$ cat src/rtl/asc_hex_parser_if.sv
// asc_hex_parser_if: character-in / word-out handshake bundle for asc_hex_parser
//  char_valid/char_data/char_ready : ASCII character stream into the parser
//  word_valid/word_data/word_ndig/word_ready : parsed word stream out of the parser
//  err/err_code : one-cycle error pulse and sticky error code
interface asc_hex_parser_if #(parameter int DIGITS = 8);
  logic                  char_valid;
  logic [7:0]            char_data;
  logic                  char_ready;
  logic                  word_valid;
  logic [4*DIGITS-1:0]   word_data;
  logic [4:0]            word_ndig;
  logic                  word_ready;
  logic                  err;
  logic [1:0]            err_code;
  modport master(
    output char_valid, char_data, word_ready,
    input  char_ready, word_valid, word_data, word_ndig, err, err_code
  );
  modport slave(
    input  char_valid, char_data, word_ready,
    output char_ready, word_valid, word_data, word_ndig, err, err_code
  );
endinterface

$ cat src/rtl/asc_hex_parser.sv
// asc_hex_parser: turns an ASCII hex character stream into binary words on a valid/ready port
//  clk, rst_n : rising-edge clock, synchronous active-low reset
//  bus        : asc_hex_parser_if slave (char in, word out, err/err_code)
//  DIGITS     : max hex digits per word (1..16), word width 4*DIGITS
//  ASC_HEX_UPPER_EN : when defined, 'A'-'F' are accepted as digits
module asc_hex_parser #(
  parameter int DIGITS = 8
) (
  input logic          clk,
  input logic          rst_n,
  asc_hex_parser_if.slave bus
);
  localparam int W = 4 * DIGITS;
  typedef enum logic [1:0] {IDLE, ACCUM, SKIP, OUT} state_t;
  state_t         state_q, state_d;
  logic [W-1:0]   acc_q, acc_d, word_data_q, word_data_d;
  logic [4:0]     cnt_q, cnt_d, word_ndig_q, word_ndig_d;
  logic           word_valid_q, word_valid_d, err_q, err_d;
  logic [1:0]     err_code_q, err_code_d;
  logic [7:0]     c;
  logic [3:0]     nib;
  logic           is_dig, is_delim, take;
  assign c = bus.char_data;
`ifdef ASC_HEX_UPPER_EN
  assign is_dig = (c >= 8'h30 && c <= 8'h39) || (c >= 8'h61 && c <= 8'h66) || (c >= 8'h41 && c <= 8'h46);
`else
  assign is_dig = (c >= 8'h30 && c <= 8'h39) || (c >= 8'h61 && c <= 8'h66);
`endif
  assign is_delim = c == 8'h0D || c == 8'h0A || c == 8'h20 || c == 8'h2C;
  // letters of either case have bit 6 set and low nibble 1..6, so +9 yields A..F
  assign nib = c[6] ? c[3:0] + 4'd9 : c[3:0];
  assign bus.char_ready = rst_n & (state_q != OUT);
  assign take = bus.char_valid & bus.char_ready;
  always_comb begin
    state_d      = state_q;
    acc_d        = acc_q;
    cnt_d        = cnt_q;
    word_data_d  = word_data_q;
    word_ndig_d  = word_ndig_q;
    word_valid_d = word_valid_q;
    err_d        = 1'b0;
    err_code_d   = err_code_q;
    case (state_q)
      IDLE: if (take) begin
        if (is_dig) begin
          acc_d   = W'(nib);
          cnt_d   = 5'd1;
          state_d = ACCUM;
        end else if (!is_delim) begin
          err_d      = 1'b1;
          err_code_d = 2'b01;
          state_d    = SKIP;
        end
      end
      ACCUM: if (take) begin
        if (is_delim) begin
          word_data_d  = acc_q;
          word_ndig_d  = cnt_q;
          word_valid_d = 1'b1;
          state_d      = OUT;
        end else if (is_dig && cnt_q < 5'(DIGITS)) begin
          acc_d = W'({acc_q, nib});
          cnt_d = cnt_q + 5'd1;
        end else begin
          err_d      = 1'b1;
          err_code_d = is_dig ? 2'b10 : 2'b01;
          acc_d      = '0;
          cnt_d      = '0;
          state_d    = SKIP;
        end
      end
      SKIP: if (take && is_delim) state_d = IDLE;
      default: if (bus.word_ready) begin
        word_valid_d = 1'b0;
        acc_d        = '0;
        cnt_d        = '0;
        state_d      = IDLE;
      end
    endcase
  end
  always_ff @(posedge clk) begin
    if (!rst_n) begin
      state_q      <= IDLE;
      acc_q        <= '0;
      cnt_q        <= '0;
      word_data_q  <= '0;
      word_ndig_q  <= '0;
      word_valid_q <= 1'b0;
      err_q        <= 1'b0;
      err_code_q   <= '0;
    end else begin
      state_q      <= state_d;
      acc_q        <= acc_d;
      cnt_q        <= cnt_d;
      word_data_q  <= word_data_d;
      word_ndig_q  <= word_ndig_d;
      word_valid_q <= word_valid_d;
      err_q        <= err_d;
      err_code_q   <= err_code_d;
    end
  end
  assign bus.word_valid = word_valid_q;
  assign bus.word_data  = word_data_q;
  assign bus.word_ndig  = word_ndig_q;
  assign bus.err        = err_q;
  assign bus.err_code   = err_code_q;
endmodule

$ cat src/flat_wrapper.sv
// flat-port wrapper written by rule: the top's interface ports become plain ports
module asc_hex_parser_flat 
#(
  parameter int DIGITS = 8
)
  (clk, rst_n, bus_char_valid, bus_char_data, bus_word_ready, bus_char_ready, bus_word_valid, bus_word_data, bus_word_ndig, bus_err, bus_err_code);
  asc_hex_parser_if #(.DIGITS(DIGITS)) bus_i ();
  input logic clk;
  input logic rst_n;
  input wire logic [$bits(bus_i.char_valid)-1:0] bus_char_valid;
  input wire logic [$bits(bus_i.char_data)-1:0] bus_char_data;
  input wire logic [$bits(bus_i.word_ready)-1:0] bus_word_ready;
  output wire logic [$bits(bus_i.char_ready)-1:0] bus_char_ready;
  output wire logic [$bits(bus_i.word_valid)-1:0] bus_word_valid;
  output wire logic [$bits(bus_i.word_data)-1:0] bus_word_data;
  output wire logic [$bits(bus_i.word_ndig)-1:0] bus_word_ndig;
  output wire logic [$bits(bus_i.err)-1:0] bus_err;
  output wire logic [$bits(bus_i.err_code)-1:0] bus_err_code;
  assign bus_i.char_valid = bus_char_valid;
  assign bus_i.char_data = bus_char_data;
  assign bus_i.word_ready = bus_word_ready;
  assign bus_char_ready = bus_i.char_ready;
  assign bus_word_valid = bus_i.word_valid;
  assign bus_word_data = bus_i.word_data;
  assign bus_word_ndig = bus_i.word_ndig;
  assign bus_err = bus_i.err;
  assign bus_err_code = bus_i.err_code;
  asc_hex_parser #(.DIGITS(DIGITS)) u_core (.clk(clk), .rst_n(rst_n), .bus(bus_i));
endmodule
$ cat config.mk
export PLATFORM = sky130hd
export DESIGN_NAME = asc_hex_parser_flat
export DESIGN_NICKNAME = d
export VERILOG_FILES = /design/src/rtl/asc_hex_parser_if.sv /design/src/rtl/asc_hex_parser.sv /design/src/flat_wrapper.sv
export SDC_FILE = /design/constraint.sdc
export NUM_CORES = 1
export LEC_CHECK = 0
export ABC_AREA = 1
export CAP_MARGIN = 20
export CORE_ASPECT_RATIO = 1.25
export CORE_MARGIN = 1.5
export CORE_UTILIZATION = 53
export CTS_CLUSTER_DIAMETER = 30
export DETAILED_ROUTE_END_ITERATION = 10
export PLACE_DENSITY = 0.79
export SLEW_MARGIN = 0
export SYNTH_ARGS = -nofsm -noshare
export SYNTH_HDL_FRONTEND = slang
export SYNTH_SLANG_ARGS = --single-unit
$ cat constraint.sdc
create_clock -name clk -period 2.45 [get_ports clk]
set_clock_uncertainty 0.2 [all_clocks]
set_input_delay 0.3675 -clock clk [delete_from_list [all_inputs] [get_ports clk]]
set_output_delay 0.3675 -clock clk [all_outputs]
set_load 0.01 [all_outputs]
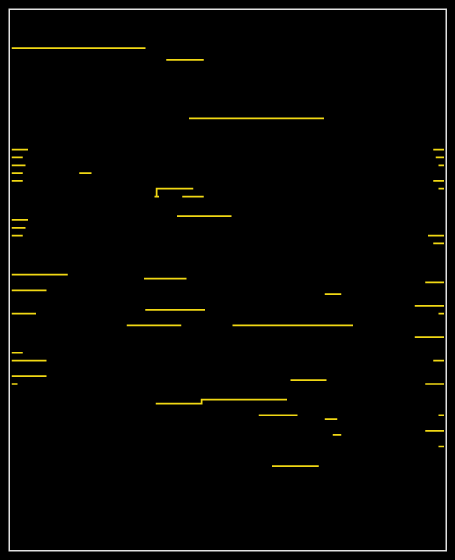
(images/met3.png)
The layer holds 3.4% of the routed length. 40 nets have wire on it.
met3 usage: 0.0526
Via Count: 3172
Routed Wire Length: 7320 um

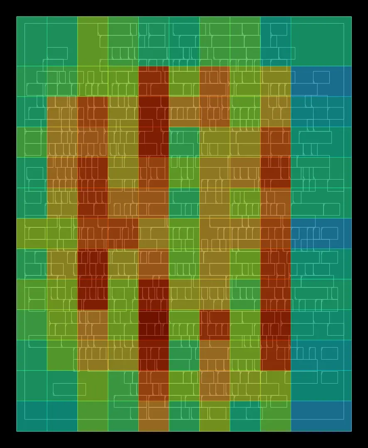
(images/final_congestion.png)
post-route core utilization: 0.699
GRT Resource Usage Total: 0.225
global-route layer with the greatest usage: met2

==> COMMIT_EDITMSG <==
Store results of the implementation flow

- Post-layout instance area: 4530 um2
- Cells after synthesis: 478
- The warning tally printed by Yosys for this design is 0.
- The script parses the final routing iteration and logs DRC violations as 0.
* Floorplan Nets: 500
- The tree is rooted in a sky130_fd_sc_hd__clkbuf_8.
- The overall die size recorded for this design is 7130 um2.
* Crit. Startpoint: bus_char_data[0]
- Summed over all nets, the half-perimeter wirelength after detailed placement is 5240 um.
- STA classifies the critical path endpoint as a register.
- Clock latency on the worst-skew pair: 350 ps
- Per the repair_timing log after CTS, setup buffers inserted total 0.
- Number of ports placed on the die boundary: 54
- Synthesized area per cell: 7.35 um2
* Number of buffers between clock root and the deepest sink: 2
- Leading cell type by number of instances after synthesis: sky130_fd_sc_hd__dfxtp_1
- The transition time recorded at the tightest slew-check pin is 449 ps.
- Register-to-register setup slack: 410 ps
- The tightest hold path in the finished design has a slack of 246 ps.
* Total instance count after detailed placement: 625
- Reg-to-Reg End: u_core.acc_q[19]$_SDFFE_PN0P_
* Total power after layout: 3.94 mW
- The final layout reports a setup TNS of 0 ps.
- The main area contributors are sky130_fd_sc_hd__dfxtp_1 46%, sky130_fd_sc_hd__o21ai_0 10%, sky130_fd_sc_hd__inv_1 8.3%.
- Status: finished, final reports clean
- The global routing report lists met1 layer usage as 0.251.
- Per the layout report, the design carries 533 filler cells.
* Die X: 75.8 um
* Average routed wire per standard cell: 11.4 um
- Global-route wire length before repair: 12400 um
* Netlist cell types: 30
* Switching power share of the total: 0.340
- The analysis attributes to cell leakage a power of 1.93 nW.
* Clock-pin slew on the worst setup and hold paths: 80 ps
- Setup repair after global routing left no endpoint under its margin.
* Detailed Route Iter0 Violations: 177
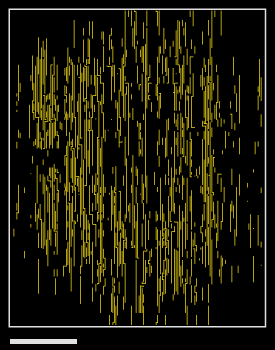
(images/met2.png)
The bar under the picture is 20 um long.
The layer holds 53% of the routed length. 459 nets have wire on it. The layer carries 3920 um of wire. The longest straight run is 45.9 um. The wires run mostly vertical.
met2 Usage GRT: 0.396

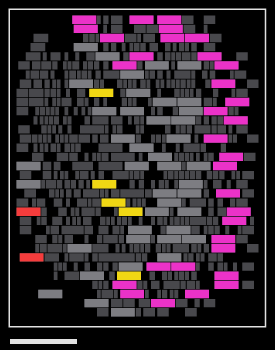
(images/registers.png)
The bar under the picture is 20 um long. Other sequential cells in the stronger grey, the rest of the logic in the fainter grey.
Key: u_core.bus.err_code = red [placed flops 2]; u_core.cnt_q = yellow [placed flops 5]; u_core.bus.word_data = magenta [placed flops 32]
Seq/total area: 0.354
Storage cell area: 1600 um2
Flop+latch power: 1.76 mW

==> cell families after synthesis <==
family                   after synthesis  synth area share
AND-OR/OR-AND                        125             0.182
XOR/XNOR                               4           0.00997
adder cells (fa/ha/maj)               10            0.0356
buffers and inverters                106             0.129
flip-flops                            80             0.456
AND/OR/NAND/NOR                      153             0.188
==> final cells by class <==
| class | instances | area [um2] | share of cell area |
|---|---|---|---|
| flip-flops and latches | 80 | 1600 | 0.354 |
| multi-input cells | 292 | 1460 | 0.323 |
| repair buffers | 85 | 833 | 0.184 |
| inverters | 81 | 307 | 0.0677 |
| clock buffers | 12 | 165 | 0.0365 |
| well taps | 87 | 109 | 0.0240 |
| clock inverters | 4 | 51.3 | 0.0113 |
Power is estimated from default activity; no workload was simulated.
